File: src/rtl/pipe_hazard_ctrl.sv
// Hazard, forwarding and pipeline-advance control for an in-order core.
// Tracks in-flight register writers from execute (stage 1) to writeback (stage DEPTH).
module pipe_hazard_ctrl #(
  parameter  int DEPTH      = 2,
  parameter  int LOAD_STAGE = 2,
  parameter  int CNT_W      = 32,
  localparam int FW         = $clog2(DEPTH + 1)
) (
  input  logic             clk,
  input  logic             reset,
  input  logic             id_valid,
  input  logic [4:0]       id_rs1,
  input  logic [4:0]       id_rs2,
  input  logic [4:0]       id_rd,
  input  logic             id_use_rs1,
  input  logic             id_use_rs2,
  input  logic             id_wen,
  input  logic             id_is_load,
  input  logic             x_redirect,
  input  logic             mem_stall,
  output logic             pc_en,
  output logic             ifid_en,
  output logic             ifid_flush,
  output logic             issue,
  output logic             load_use_stall,
  output logic [FW-1:0]    x_fwd_rs1,
  output logic [FW-1:0]    x_fwd_rs2,
  output logic             id_byp_rs1,
  output logic             id_byp_rs2,
  output logic             wb_valid,
  output logic [4:0]       wb_rd,
  output logic [CNT_W-1:0] stall_cnt,
  output logic [CNT_W-1:0] flush_cnt
);

  typedef struct packed {
    logic       valid;
    logic [4:0] rd;
    logic       wen;
    logic       is_load;
  } entry_t;

  entry_t entry_q [1:DEPTH];
  entry_t entry_d [1:DEPTH];

  // Source operands are only consulted while the instruction sits in stage 1.
  logic [4:0] x_rs1_q, x_rs1_d, x_rs2_q, x_rs2_d;
  logic       x_use_rs1_q, x_use_rs1_d, x_use_rs2_q, x_use_rs2_d;

  logic [CNT_W-1:0] stall_cnt_q, stall_cnt_d, flush_cnt_q, flush_cnt_d;

  logic [DEPTH:1] wr_ok, m_id1, m_id2, m_x1, m_x2;
  logic           haz1, haz2, hazard;
  logic [FW-1:0]  fwd1, fwd2;
  logic           advance, insert, stall_inc, flush_inc;

  genvar gi;
  generate
    for (gi = 1; gi <= DEPTH; gi++) begin : g_match
      assign wr_ok[gi] = entry_q[gi].valid & entry_q[gi].wen & (entry_q[gi].rd != 5'd0);
      assign m_id1[gi] = wr_ok[gi] & (entry_q[gi].rd == id_rs1);
      assign m_id2[gi] = wr_ok[gi] & (entry_q[gi].rd == id_rs2);
      assign m_x1[gi]  = wr_ok[gi] & (entry_q[gi].rd == x_rs1_q);
      assign m_x2[gi]  = wr_ok[gi] & (entry_q[gi].rd == x_rs2_q);
    end
  endgenerate

  // Scanning oldest to youngest lets the youngest matching writer decide.
  always_comb begin
    haz1 = 1'b0;
    haz2 = 1'b0;
    for (int k = DEPTH; k >= 1; k--) begin
      if (m_id1[k]) haz1 = entry_q[k].is_load && ((k + 1) < LOAD_STAGE);
      if (m_id2[k]) haz2 = entry_q[k].is_load && ((k + 1) < LOAD_STAGE);
    end
    hazard = id_valid && ((id_use_rs1 && haz1) || (id_use_rs2 && haz2));
  end

  always_comb begin
    fwd1 = '0;
    fwd2 = '0;
    for (int k = DEPTH; k >= 2; k--) begin
      if (m_x1[k]) fwd1 = FW'(k);
      if (m_x2[k]) fwd2 = FW'(k);
    end
  end

  always_comb begin
    pc_en          = 1'b0;
    ifid_en        = 1'b0;
    ifid_flush     = 1'b0;
    issue          = 1'b0;
    load_use_stall = 1'b0;
    advance        = 1'b0;
    insert         = 1'b0;
    stall_inc      = 1'b0;
    flush_inc      = 1'b0;
    if (reset) begin
      ifid_flush = 1'b1;
    end else if (mem_stall) begin
      // Freeze: a pending redirect stays with the frozen stage 1 until released.
    end else if (x_redirect) begin
      pc_en      = 1'b1;
      ifid_en    = 1'b1;
      ifid_flush = 1'b1;
      advance    = 1'b1;
      flush_inc  = 1'b1;
    end else if (hazard) begin
      load_use_stall = 1'b1;
      advance        = 1'b1;
      stall_inc      = 1'b1;
    end else begin
      pc_en   = 1'b1;
      ifid_en = 1'b1;
      issue   = id_valid;
      advance = 1'b1;
      insert  = id_valid;
    end
  end

  always_comb begin
    for (int k = 1; k <= DEPTH; k++) entry_d[k] = entry_q[k];
    x_rs1_d     = x_rs1_q;
    x_rs2_d     = x_rs2_q;
    x_use_rs1_d = x_use_rs1_q;
    x_use_rs2_d = x_use_rs2_q;
    stall_cnt_d = stall_cnt_q;
    flush_cnt_d = flush_cnt_q;
    if (advance) begin
      for (int k = DEPTH; k >= 2; k--) entry_d[k] = entry_q[k-1];
      entry_d[1]  = '0;
      x_rs1_d     = 5'd0;
      x_rs2_d     = 5'd0;
      x_use_rs1_d = 1'b0;
      x_use_rs2_d = 1'b0;
      if (insert) begin
        entry_d[1]  = '{valid: 1'b1, rd: id_rd, wen: id_wen, is_load: id_is_load};
        x_rs1_d     = id_rs1;
        x_rs2_d     = id_rs2;
        x_use_rs1_d = id_use_rs1;
        x_use_rs2_d = id_use_rs2;
      end
    end
    if (stall_inc) stall_cnt_d = stall_cnt_q + CNT_W'(1);
    if (flush_inc) flush_cnt_d = flush_cnt_q + CNT_W'(1);
    if (reset) begin
      for (int k = 1; k <= DEPTH; k++) entry_d[k] = '0;
      x_rs1_d     = 5'd0;
      x_rs2_d     = 5'd0;
      x_use_rs1_d = 1'b0;
      x_use_rs2_d = 1'b0;
      stall_cnt_d = '0;
      flush_cnt_d = '0;
    end
  end

  always_ff @(posedge clk) begin
    for (int k = 1; k <= DEPTH; k++) entry_q[k] <= entry_d[k];
    x_rs1_q     <= x_rs1_d;
    x_rs2_q     <= x_rs2_d;
    x_use_rs1_q <= x_use_rs1_d;
    x_use_rs2_q <= x_use_rs2_d;
    stall_cnt_q <= stall_cnt_d;
    flush_cnt_q <= flush_cnt_d;
  end

  assign x_fwd_rs1  = (!reset && entry_q[1].valid && x_use_rs1_q) ? fwd1 : '0;
  assign x_fwd_rs2  = (!reset && entry_q[1].valid && x_use_rs2_q) ? fwd2 : '0;
  assign id_byp_rs1 = !reset && id_use_rs1 && m_id1[DEPTH];
  assign id_byp_rs2 = !reset && id_use_rs2 && m_id2[DEPTH];
  assign wb_valid   = !reset && !mem_stall && entry_q[DEPTH].valid && entry_q[DEPTH].wen;
  assign wb_rd      = reset ? 5'd0 : entry_q[DEPTH].rd;
  assign stall_cnt  = stall_cnt_q;
  assign flush_cnt  = flush_cnt_q;

endmodule
File: config.mk
export PLATFORM = sky130hd
export DESIGN_NAME = pipe_hazard_ctrl
export DESIGN_NICKNAME = d
export VERILOG_FILES = /design/src/rtl/pipe_hazard_ctrl.sv
export SDC_FILE = /design/constraint.sdc
export NUM_CORES = 1
export LEC_CHECK = 0
export ABC_AREA = 1
export CAP_MARGIN = 20
export CORE_ASPECT_RATIO = 0.5
export CORE_MARGIN = 10
export CORE_UTILIZATION = 52
export CTS_BUF_LIST = sky130_fd_sc_hd__clkbuf_2 sky130_fd_sc_hd__clkbuf_4 sky130_fd_sc_hd__clkbuf_8
export CTS_CLUSTER_SIZE = 12
export DETAILED_ROUTE_END_ITERATION = 10
export PLACE_DENSITY = 0.89
export SYNTH_ARGS = -nofsm -noshare
export SYNTH_HDL_FRONTEND = slang
export SYNTH_SLANG_ARGS = --single-unit
File: constraint.sdc
create_clock -name clk -period 3.7 [get_ports clk]
set_input_delay 0.925 -clock clk [delete_from_list [all_inputs] [get_ports clk]]
set_output_delay 0.925 -clock clk [all_outputs]
set_load 0.02 [all_outputs]
**M1 wires**

Supply wires on this layer in grey.
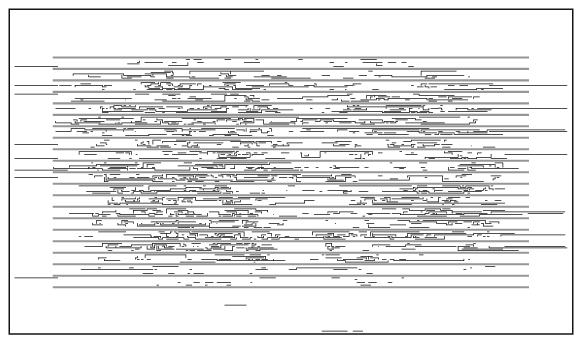
wire length on this layer: 3,820 µm
share of all routed wire: 43%
main direction: horizontal
nets with wire on the layer: 533
longest straight run: 37.3 µm
DR vias: 3,319
M1 GR Usage: 19.1%
routed wire length: 8830 µm

**Metal 2**

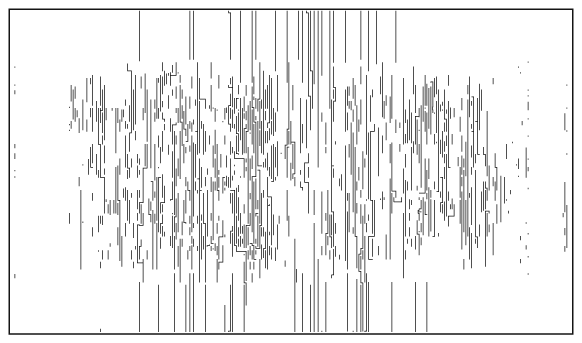
wire length on this layer: 4,140 µm
nets with wire on the layer: 495
GR Layer Usage met2: 26.8%

**Signal wires on met3**

Bar = 50 µm.
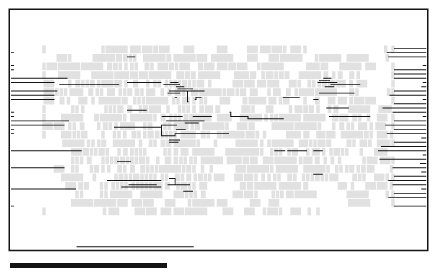
wire length on this layer: 820 µm
longest straight run: 37.0 µm
nets with wire on the layer: 90
main direction: horizontal
met3 usage: 7.50%

**Clock routing**

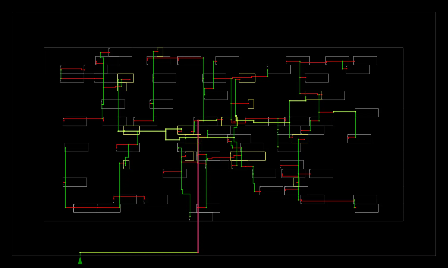
seq_cells: 58
clk sinks: 58

**Gate families picked out**

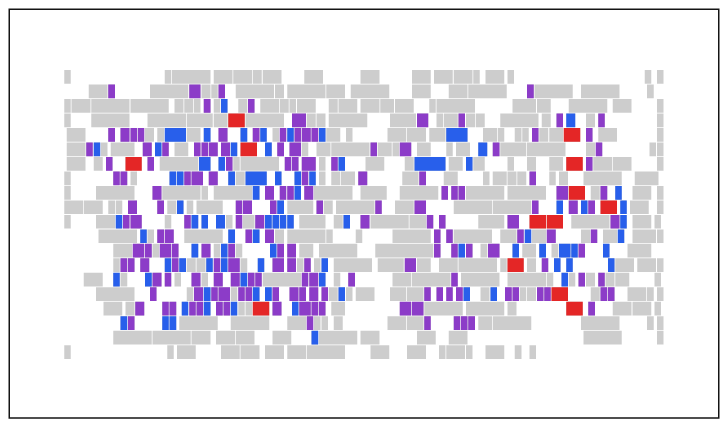
[blue] nor cells | cells: 86
[purple] nand cells | cells: 171
[red] xor and xnor cells | cells: 13
Final Instance Count excl. Fillers: 666
Comb area share: 41.6%
most instantiated logic cell after routing: nand2_1

==> flow_summary.json <==
{
  "ys_sh_adder_pct": 0.377,
  "first_pass_iters": 5,
  "diodes": 0,
  "top_cells_by_count": "nand2_1, nor2_1, dfxtp_1, inv_1, buf_4",
  "seq_area_mm2": 0.00116,
  "final_util_pct": 68.3,
  "simple_gate_area_share_pct": 33.5,
  "fin_setup_tns_ns": 0,
  "edf_count": 0,
  "die_w_um": 133,
  "outcome": "finished, final reports clean",
  "final_area_mm2": 0.00419,
  "ys_seq_share_pct": 35.0,
  "drc_errors": 0,
  "largest_reg_flops": 32,
  "cts_made_buffers": 9,
  "fp_util_pct": 54.1,
  "top_layer": "met4",
  "dp_cells": 650,
  "holdPathEnd": "entry_q[2][3]",
  "first_global_vias": 3038,
  "end_kind": "output port",
  "pwr-share-clk_pct": 42.3,
  "grt_max_degree": 26,
  "slowest_stage": "clkdlybuf4s50_1",
  "peakVddDrop_uv": 211,
  "rsz0062_at_grt": "false",
  "r2r_end": "flush_cnt[26]",
  "startpoint": "id_rs1[0]",
  "numPortBuffers": 68,
  "wl_met3_um": 819,
  "post_cts_buffers": 0,
  "grt_pass1_wl_um": 14100,
  "nonClkBufAreaFrac_pct": 18.4,
  "die_height_um": 76.5,
  "logic_gate_count": 368,
  "net-switching-power_uw": 346,
  "holdCritStartpoint": "entry_q[1][3]",
  "crit_path_end": "id_byp_rs1",
  "p_comb_share_pct": 10.3,
  "largest_class": "multi-input combinational cells",
  "drv_cap": 0,
  "cts_max_path_buffers": 2,
  "combinationalPower_uw": 137,
  "m1WireLength_um": 3820,
  "finalWeightedCongestion": 0.911,
  "fillers": 515,
  "layout.nets": 598,
  "ff2ff_path_depth": 9,
  "cts_tree": "yes",
  "cts_resized": 0,
  "largest_area_cell": "dfxtp_1",
  "dpl_worst_slack_ns": 0.0516,
  "period_needed_ns": 3.55,
  "p_leak_uw": 0.00167,
  "syn_area_mm2": 0.00332,
  "fmax_mhz": 282,
  "area_growth_pct": 26.2,
  "pwr.group.clock_uw": 566,
  "tool_warnings": 27,
  "synth_cell_types": 33,
  "worst_ep_required_time_ns": 2.77,
  "num_tap_cells": 88,
  "rows": 20,
  "grt.total_usage_pct": 16.4,
  "hold_class": "reg2reg",
  "placed_cell_area_mm2": 0.00399,
  "setup_ws_ns": 0.153,
  "synth_stat.cells": 496,
  "internal_power_uw": 992,
  "pg_seq_uw": 634,
  "syn_area_per_cell_um2": 6.69,
  "slew_violations": 0,
  "overflow": 0,
  "crit_buf_inv": 2,
  "top_power_group": "sequential cells",
  "avgViaCountPerCell": 4.98,
  "timing.hold.ws_ns": 0.448,
  "synthArstFlopShare_pct": 0,
  "min_path_cells": 2,
  "power.density_mw_per_mm2": 319,
  "synthCells": 496,
  "ff_type": "dfxtp_1",
  "finalSetupViolCount": 0
}
Power figures rest on the tool's default switching activity, not on a simulated workload.
